Figure 1. Nets reached from selected ports (run 1).
Bar = 20 um.
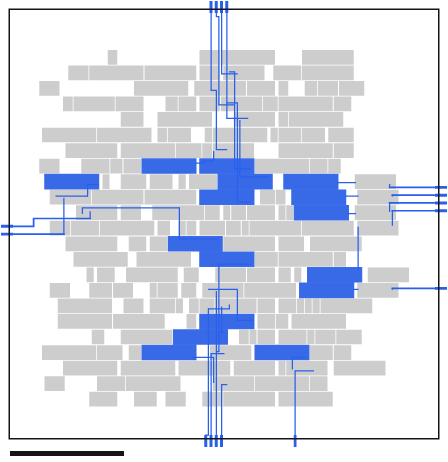
Figure 2. Metal layers overlaid (run 1).
Only two layers are drawn.
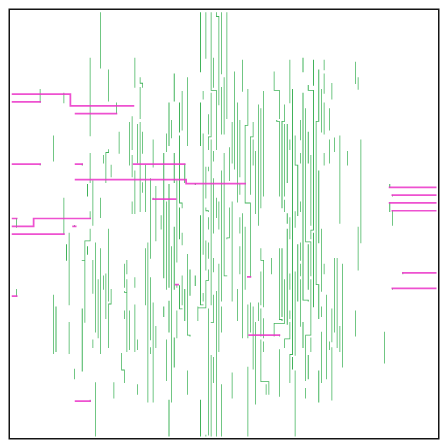
Figure 3. Sequential cells coloured by netlist name (run 1).
Bar = 20 um.
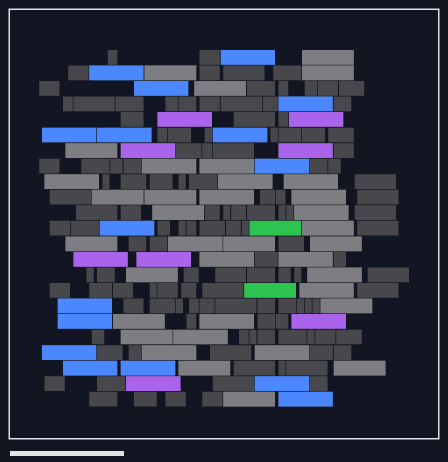
Figure 4. The metal 1 layer (run 1).
Bar = 20 um. Supply wires on this layer in grey. Cells faint in the background.
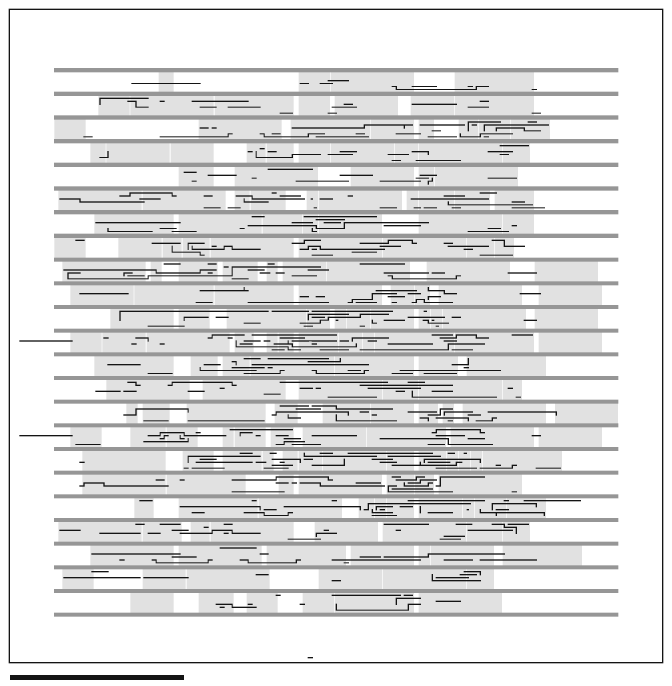
--- config.mk ---
export PLATFORM = sky130hd
export DESIGN_NAME = input_switch_n
export DESIGN_NICKNAME = d
export VERILOG_FILES = /design/src/rtl/input_switch_pkg.sv /design/src/rtl/input_switch_n_debounce_bit.sv /design/src/rtl/input_switch_n.sv
export SDC_FILE = /design/constraint.sdc
export NUM_CORES = 1
export LEC_CHECK = 0
export CORE_MARGIN = 5
export CORE_UTILIZATION = 54
export CTS_CLUSTER_DIAMETER = 100
export DETAILED_ROUTE_END_ITERATION = 7
export GPL_ROUTABILITY_DRIVEN = 0
export PLACE_DENSITY = 0.85
export SLEW_MARGIN = 20
export SYNTH_ARGS = -nofsm -noshare
export SYNTH_HDL_FRONTEND = slang
export SYNTH_HIERARCHICAL = 1
export SYNTH_SLANG_ARGS = --single-unit
--- constraint.sdc ---
create_clock -name clk -period 1.58 [get_ports clk]
set_clock_uncertainty 0.1 [all_clocks]
set_input_delay 0.395 -clock clk [delete_from_list [all_inputs] [get_ports clk]]
set_output_delay 0.395 -clock clk [all_outputs]
set_load 0.05 [all_outputs]
--- src/rtl/input_switch_pkg.sv ---
// Shared types and helpers for the parametrised input switch.
// Imported by the top and the per-bit debounce slice.
package input_switch_pkg;

  typedef enum logic {
    ST_ACTIVE = 1'b0,
    ST_BLANK  = 1'b1
  } state_e;

  // Fill bit of the default idle word (all ones).
  localparam logic IDLE_FILL = 1'b1;

  // Bits needed to hold 0..n-1, never less than one.
  function automatic int clog2_min1(input int n);
    int r;
    r = 0;
    while ((1 << r) < n) r++;
    return (r < 1) ? 1 : r;
  endfunction

endpackage

--- src/rtl/input_switch_n_debounce_bit.sv ---
// One pin bit: metastability synchroniser followed by a
// hold-for-N-cycles debouncer (bypassed when DEBOUNCE is 0).
module debounce_bit
  import input_switch_pkg::*;
#(
  parameter int   SYNC_STAGES = 2,
  parameter int   DEBOUNCE    = 4,
  parameter logic RST_VAL     = 1'b1
) (
  input  logic clk,
  input  logic rst_n,
  input  logic pin_i,
  output logic bit_o
);

  logic [SYNC_STAGES-1:0] sync_q;
  logic [SYNC_STAGES-1:0] sync_d;
  logic                   sync_pin;

  // Shift the raw pin through the synchroniser chain.
  always_comb begin
    sync_d = {sync_q[SYNC_STAGES-2:0], pin_i};
  end

  // Synchroniser flops start at the idle level.
  always_ff @(posedge clk or negedge rst_n) begin
    if (!rst_n) begin
      sync_q <= {SYNC_STAGES{RST_VAL}};
    end else begin
      sync_q <= sync_d;
    end
  end

  assign sync_pin = sync_q[SYNC_STAGES-1];

  if (DEBOUNCE == 0) begin : g_bypass

    assign bit_o = sync_pin;

  end else begin : g_deb

    localparam int CW  = clog2_min1(DEBOUNCE);
    localparam int CW1 = CW + 1;
    localparam logic [CW:0] LIM = CW1'(DEBOUNCE);

    logic          stable_q;
    logic          stable_d;
    logic [CW-1:0] cnt_q;
    logic [CW-1:0] cnt_d;
    logic [CW:0]   cnt_inc;

    // Count cycles of disagreement; accept on the DEBOUNCE-th.
    always_comb begin
      stable_d = stable_q;
      cnt_d    = '0;
      cnt_inc  = {1'b0, cnt_q} + 1'b1;
      if (sync_pin != stable_q) begin
        if (cnt_inc == LIM) begin
          stable_d = sync_pin;
        end else begin
          cnt_d = cnt_inc[CW-1:0];
        end
      end
    end

    // Debounce state; reset discards any partial count.
    always_ff @(posedge clk or negedge rst_n) begin
      if (!rst_n) begin
        stable_q <= RST_VAL;
        cnt_q    <= '0;
      end else begin
        stable_q <= stable_d;
        cnt_q    <= cnt_d;
      end
    end

    assign bit_o = stable_q;

  end

endmodule

--- src/rtl/input_switch_n.sv ---
// Routes debounced pins to one of NUM_CPU ports with a
// blanking interval on every switchover.
module input_switch_n
  import input_switch_pkg::*;
#(
  parameter int               WIDTH       = 8,
  parameter int               NUM_CPU     = 2,
  parameter int               SEL_W       = 1,
  parameter logic [WIDTH-1:0] IDLE_VAL    = {WIDTH{IDLE_FILL}},
  parameter int               SYNC_STAGES = 2,
  parameter int               DEBOUNCE    = 4,
  parameter int               BLANK       = 3
) (
  input  logic                     clk,
  input  logic                     rst_n,
  input  logic [SEL_W-1:0]         ctr_io,
  input  logic [WIDTH-1:0]         input_pin,
  output logic [NUM_CPU*WIDTH-1:0] input_to_cpu,
  output logic [SEL_W-1:0]         active_sel,
  output logic                     switching
);

  localparam int BW   = clog2_min1(BLANK);
  localparam int SW1  = SEL_W + 1;
  localparam logic [BW-1:0] BLANK_LD = BW'(BLANK - 1);
  localparam logic [SEL_W:0] NCPU    = SW1'(NUM_CPU);

  logic [WIDTH-1:0] deb_word;

  for (genvar i = 0; i < WIDTH; i++) begin : g_bit
    debounce_bit #(
      .SYNC_STAGES(SYNC_STAGES),
      .DEBOUNCE   (DEBOUNCE),
      .RST_VAL    (IDLE_VAL[i])
    ) u_bit (
      .clk  (clk),
      .rst_n(rst_n),
      .pin_i(input_pin[i]),
      .bit_o(deb_word[i])
    );
  end

  logic [SYNC_STAGES-1:0][SEL_W-1:0] sel_sync_q;
  logic [SYNC_STAGES-1:0][SEL_W-1:0] sel_sync_d;
  logic [SEL_W-1:0]                  sync_sel;
  logic                              sel_ok;

  state_e                     state_q;
  state_e                     state_d;
  logic [BW-1:0]              blank_q;
  logic [BW-1:0]              blank_d;
  logic [SEL_W-1:0]           active_sel_q;
  logic [SEL_W-1:0]           active_sel_d;
  logic [NUM_CPU*WIDTH-1:0]   out_q;
  logic [NUM_CPU*WIDTH-1:0]   out_d;
  logic                       switching_q;
  logic                       switching_d;

  // Shift the select request through its synchroniser.
  always_comb begin
    sel_sync_d = {sel_sync_q[SYNC_STAGES-2:0], ctr_io};
  end

  assign sync_sel = sel_sync_q[SYNC_STAGES-1];
  assign sel_ok   = ({1'b0, sync_sel} < NCPU);

  // Switchover sequencing: enter BLANK on a legal new request,
  // commit the select sampled on the last BLANK cycle.
  always_comb begin
    state_d      = state_q;
    blank_d      = blank_q;
    active_sel_d = active_sel_q;
    unique case (state_q)
      ST_ACTIVE: begin
        if (sel_ok && (sync_sel != active_sel_q)) begin
          state_d = ST_BLANK;
          blank_d = BLANK_LD;
        end
      end
      ST_BLANK: begin
        if (blank_q == '0) begin
          state_d = ST_ACTIVE;
          if (sel_ok) begin
            active_sel_d = sync_sel;
          end
        end else begin
          blank_d = blank_q - 1'b1;
        end
      end
      default: begin
        state_d = ST_ACTIVE;
      end
    endcase
  end

  // Output word follows the next state so that the port view
  // and the state registers always change on the same edge.
  always_comb begin
    out_d       = {NUM_CPU{IDLE_VAL}};
    switching_d = (state_d == ST_BLANK);
    if (state_d == ST_ACTIVE) begin
      for (int k = 0; k < NUM_CPU; k++) begin
        if (active_sel_d == SEL_W'(k)) begin
          out_d[k*WIDTH +: WIDTH] = deb_word;
        end
      end
    end
  end

  // All control and output state; reset drops any switchover.
  always_ff @(posedge clk or negedge rst_n) begin
    if (!rst_n) begin
      sel_sync_q   <= '0;
      state_q      <= ST_ACTIVE;
      blank_q      <= '0;
      active_sel_q <= '0;
      out_q        <= {NUM_CPU{IDLE_VAL}};
      switching_q  <= 1'b0;
    end else begin
      sel_sync_q   <= sel_sync_d;
      state_q      <= state_d;
      blank_q      <= blank_d;
      active_sel_q <= active_sel_d;
      out_q        <= out_d;
      switching_q  <= switching_d;
    end
  end

  assign input_to_cpu = out_q;
  assign active_sel   = active_sel_q;
  assign switching    = switching_q;

endmodule

==> run summary, run 1 <==
yosys + openroad results -> Top cells excl fill/tap 40 x dfstp_2, 21 x dfrtp_1, 19 x buf_12, Non-CTS buffers 30, n_taps ~50, Comb gates 70, EDFF count, synth 0, clock share of power 0.187, CP required 1.08 ns, Cell area leaders dfstp_2 46%, dfrtp_1 24%, ha_1 4.9%, mux2_2 4.5%, xnor2_1 3.8%, Filler Cell Count 221, Core Area 4060 um2, layer with the highest usage met2, 1st-iter DRT viols 139, DRC 0, CTS Root Cell clkbuf_8, CTS Buf Count 9, antenna violations before repair 0, WL met1 1510 um, comb pwr 2.43 mW, outcome finished, final reports clean, yosys cell count 147, yosys stat area 2280 um2, buffering overhead 0.164, crit path cell chain buf_12, clk sink count 62, row cnt 23, TritonCTS clock tree yes, Clk pin slew, worst setup/hold paths 0.06 ns, fmax 658 MHz, top-count cell post-synth dfstp_2, Final TNS setup 0 ns, post-CTS setup buffers 0, Complex Gates by Area 0.0363, R2R Path End active_sel, startpoint types flip-flop, CTS max path bufs 2, maximum vdd ir drop 1.12 mV, Main power group sequential cells, first-pass GRT wire length 6870 um, M2 GR Usage 0.288, Crit path buffers/inverters 1
Notes on Figure 1 above:
port	colour	bits	direction	edge	end cells	buffers	wire
`input_to_cpu`	blue	16	output	5 bottom, 5 right, 4 top, 2 left	16	16	420 um
IO Port Bufs: 28
I/O pin count: 29

Notes on Figure 2 above:
layer	colour	wire length
met2	green	2,190 um
met3	magenta	163 um

Notes on Figure 3 above:
signal	colour	sequential cells
`g_bit.u_bit/sync_q`	blue	16
`blank_q`	green	2
`g_bit.u_bit/bit_o`	purple	8

Notes on Figure 4 above:
wire length on this layer	1,510 um
longest straight run	17.0 um
nets with wire on the layer	183
share of all routed wire	38%
main direction	horizontal

--- run 2 (diff from run 1) ---
Settings changed: HOLD_SLACK_MARGIN set to 0.12, TNS_END_PERCENT set to 30.
Figure 5. Metal layers overlaid (run 2).
Only two layers are drawn.
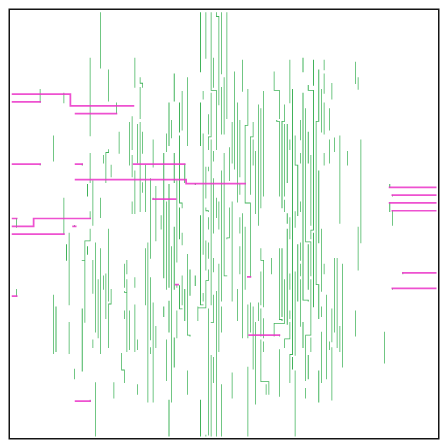
layer	colour	wire length
met3	magenta	163 um
met2	green	2,190 um

Figure 6. Sequential cells coloured by netlist name (run 2).
Bar = 20 um.
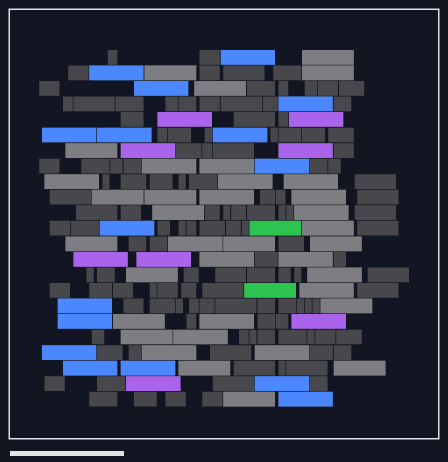
signal	colour	sequential cells
`g_bit.u_bit/bit_o`	purple	8
`blank_q`	green	2
`g_bit.u_bit/sync_q`	blue	16
Seq group: 2.67 mW
post-layout util: 0.732

==> run 2 against run 1 <==
Against the previous run: global-route usage unchanged; combinational power is essentially flat; routed wire length unchanged; design area unchanged; total power unchanged; critical path depth unchanged; setup slack unchanged; area after synthesis unchanged; fmax unchanged; non-clock buffer count did not move; highest routed layer unchanged.
==> run summary, run 2 <==
yosys + openroad results -> CTS max path bufs 2 (unchanged), post-route total power 6.28 mW (unchanged), Hold Path Class reg -> reg (unchanged), yosys stat area 2280 um2 (unchanged), first-pass GRT wire length 6870 um (unchanged), Layout clock buffers 15 (unchanged), ant diodes 0 (unchanged), Tcrit/Tclk final 0.962 (unchanged), hold path startpoint sel_sync_d[1] (unchanged), hold buffers post-CTS 1 (unchanged), Final nets 205 (unchanged), CP max FO 1 (unchanged), vias in the first global route 1,404 (unchanged), Filler Cell Count 221 (unchanged), antenna violations before repair 0 (unchanged), CP required 1.08 ns (about the same), met3 Resource Use GR 0.0494 (unchanged), xor+xnor area frac 0.0385 (unchanged), #FFs+latches synth 62 (unchanged), largest net degree at the start of global routing 63 (unchanged), Core Area 4060 um2 (unchanged), post-CTS setup buffers 0 (unchanged), EDFF count, synth 0 (unchanged), clock share of power 0.187 (about the same), yosys cell count 147 (unchanged), crit path cell chain buf_12 (unchanged), Clk pin slew, worst setup/hold paths 0.06 ns (about the same), WL met2 2190 um (unchanged), M2 GR Usage 0.288 (unchanged), Worst R2R Path Depth 4 (unchanged), WL met1 1510 um (unchanged), buffering overhead 0.164 (unchanged), Via Count 1,223 (unchanged), n_taps 50 (unchanged), ys async rst share 1.00 (unchanged), Tot GR Track Use 0.173 (unchanged), Worst EP arrival 1.03 ns (about the same), outcome finished, final reports clean (unchanged), fraction of area in registers 0.540 (unchanged), switching pwr 2.18 mW (unchanged), RSZ-0062 raised after global routing no (unchanged), WHS Path Cells 0 (unchanged), Comb gates 70 (unchanged), top-count cell post-synth dfstp_2 (unchanged), Largest cell class flip-flops and latches (unchanged), 1st-iter DRT viols 139 (unchanged), Syn Inst Count 147 (unchanged), comb pwr 2.43 mW (about the same), Cell area leaders dfstp_2 46%, dfrtp_1 24%, ha_1 4.9%, mux2_2 4.5%, xnor2_1 3.8% (unchanged), met3 wire length 162 um (unchanged), post-synth top area cell dfstp_2 (unchanged), Top cells excl fill/tap 40 x dfstp_2, 21 x dfrtp_1, 19 x buf_12 (unchanged), Log Warnings 26 (unchanged), CP max stage cell dfstp_2 (unchanged), fin crit period 1.52 ns (unchanged), maximum capacitance violations 0 (unchanged), Seq pwr share 0.425 (about the same), Synth top cells by count 40 x dfstp_2, 22 x dfrtp_1, 12 x inv_1 (unchanged), CTS Root Cell clkbuf_8 (unchanged), Crit path buffers/inverters 1 (unchanged), TritonCTS clock tree yes (unchanged), row cnt 23 (unchanged), maximum vdd ir drop 1.12 mV (unchanged), Seq cells 62 (unchanged), CTS Buf Count 9 (unchanged), DRT Pass-1 Iters 3 (unchanged), area delta synth->final 30.5% (unchanged), internal cell power 4.10 mW (unchanged), fmax 658 MHz (unchanged), Complex Gates by Area 0.0363 (unchanged), Pleak 1.30 nW (unchanged), layer with the highest usage met2 (unchanged), Placed Area 2790 um2 (unchanged), Main power group sequential cells (unchanged), I/O pin count 29 (unchanged), DRC 0 (unchanged), clk sink count 62 (unchanged), Final TNS setup 0 ns (unchanged), logic share of the area 0.203 (unchanged), IO Port Bufs 28 (unchanged), R2R Path End active_sel (unchanged), detailed placement HPWL 2690 um (unchanged), final WL 3950 um (unchanged), Synth cell types 20 (unchanged), Non-CTS buffers 30 (unchanged), startpoint types flip-flop (unchanged)
--- run 3 (diff from run 2) ---
Settings changed: CTS_CLUSTER_SIZE set to 8, SLEW_MARGIN 20 to unset.
Figure 7. Congestion heat map (run 3).
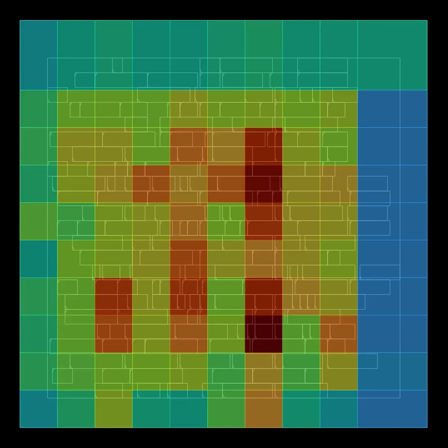
met1 Use GR: 0.198
wire per inst: 16.4 um
M2 GR Usage: 0.288

Figure 8. The metal 1 layer (run 3).
Bar = 20 um. Supply wires on this layer in grey. Cells faint in the background.
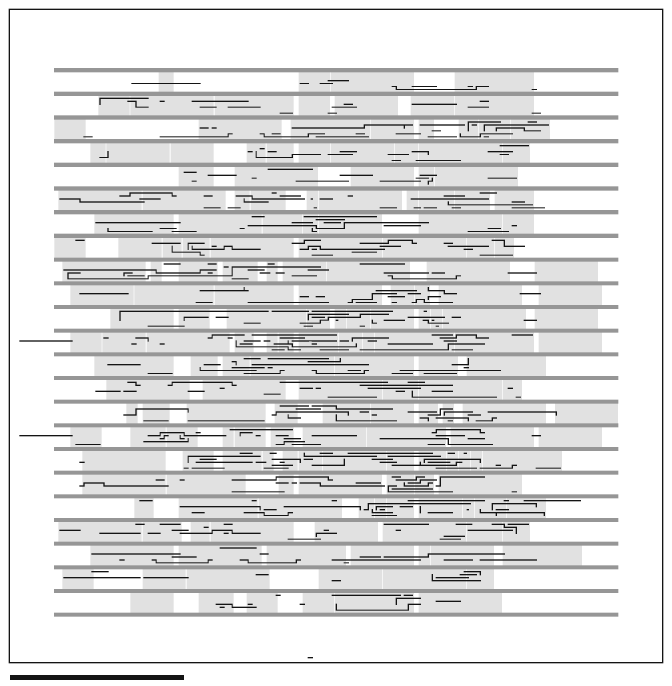
longest straight run	17.0 um
wire length on this layer	1,510 um
nets with wire on the layer	183
final WL: 3950 um
Via Count: 1,223

==> run 3 against run 2 <==
Against the previous run: sequential power hardly changed; setup slack did not move; routed wire length unchanged; sequential cell count unchanged; utilization unchanged; worst hold slack stayed put; critical path type unchanged.
==> run summary, run 3 <==
yosys + openroad results -> yosys cell count 147 (unchanged), startpoint types flip-flop (unchanged), CP required 1.08 ns (about the same), Worst EP arrival 1.03 ns (about the same), fin crit period 1.52 ns (unchanged), Core Area 4060 um2 (unchanged), post-layout util 0.732 (unchanged), CP max FO 1 (unchanged), Tot GR Track Use 0.173 (unchanged), maximum capacitance violations 0 (unchanged), Main power group sequential cells (unchanged), hold buffers post-CTS 1 (unchanged), Syn Inst Count 147 (unchanged), CTS Buf Count 9 (unchanged), Tcrit/Tclk final 0.962 (unchanged), ant diodes 0 (unchanged), DRT Pass-1 Iters 3 (unchanged), outcome finished, final reports clean (unchanged), yosys stat area 2280 um2 (unchanged), WHS Path Cells 0 (unchanged), buffering overhead 0.164 (unchanged), area delta synth->final 30.5% (unchanged), Largest cell class flip-flops and latches (unchanged), CP max stage cell dfstp_2 (unchanged), Top cells excl fill/tap 40 x dfstp_2, 21 x dfrtp_1, 19 x buf_12 (unchanged), CTS max path bufs 2 (unchanged), Final nets 205 (unchanged), layer with the highest usage met2 (unchanged), maximum vdd ir drop 1.12 mV (unchanged), Seq group 2.67 mW (about the same), DRC 0 (unchanged), crit path cell chain buf_12 (unchanged), xor+xnor area frac 0.0385 (unchanged), comb pwr 2.43 mW (about the same), post-CTS setup buffers 0 (unchanged), ys async rst share 1.00 (unchanged)
Power figures rest on the tool's default switching activity, not on a simulated workload.
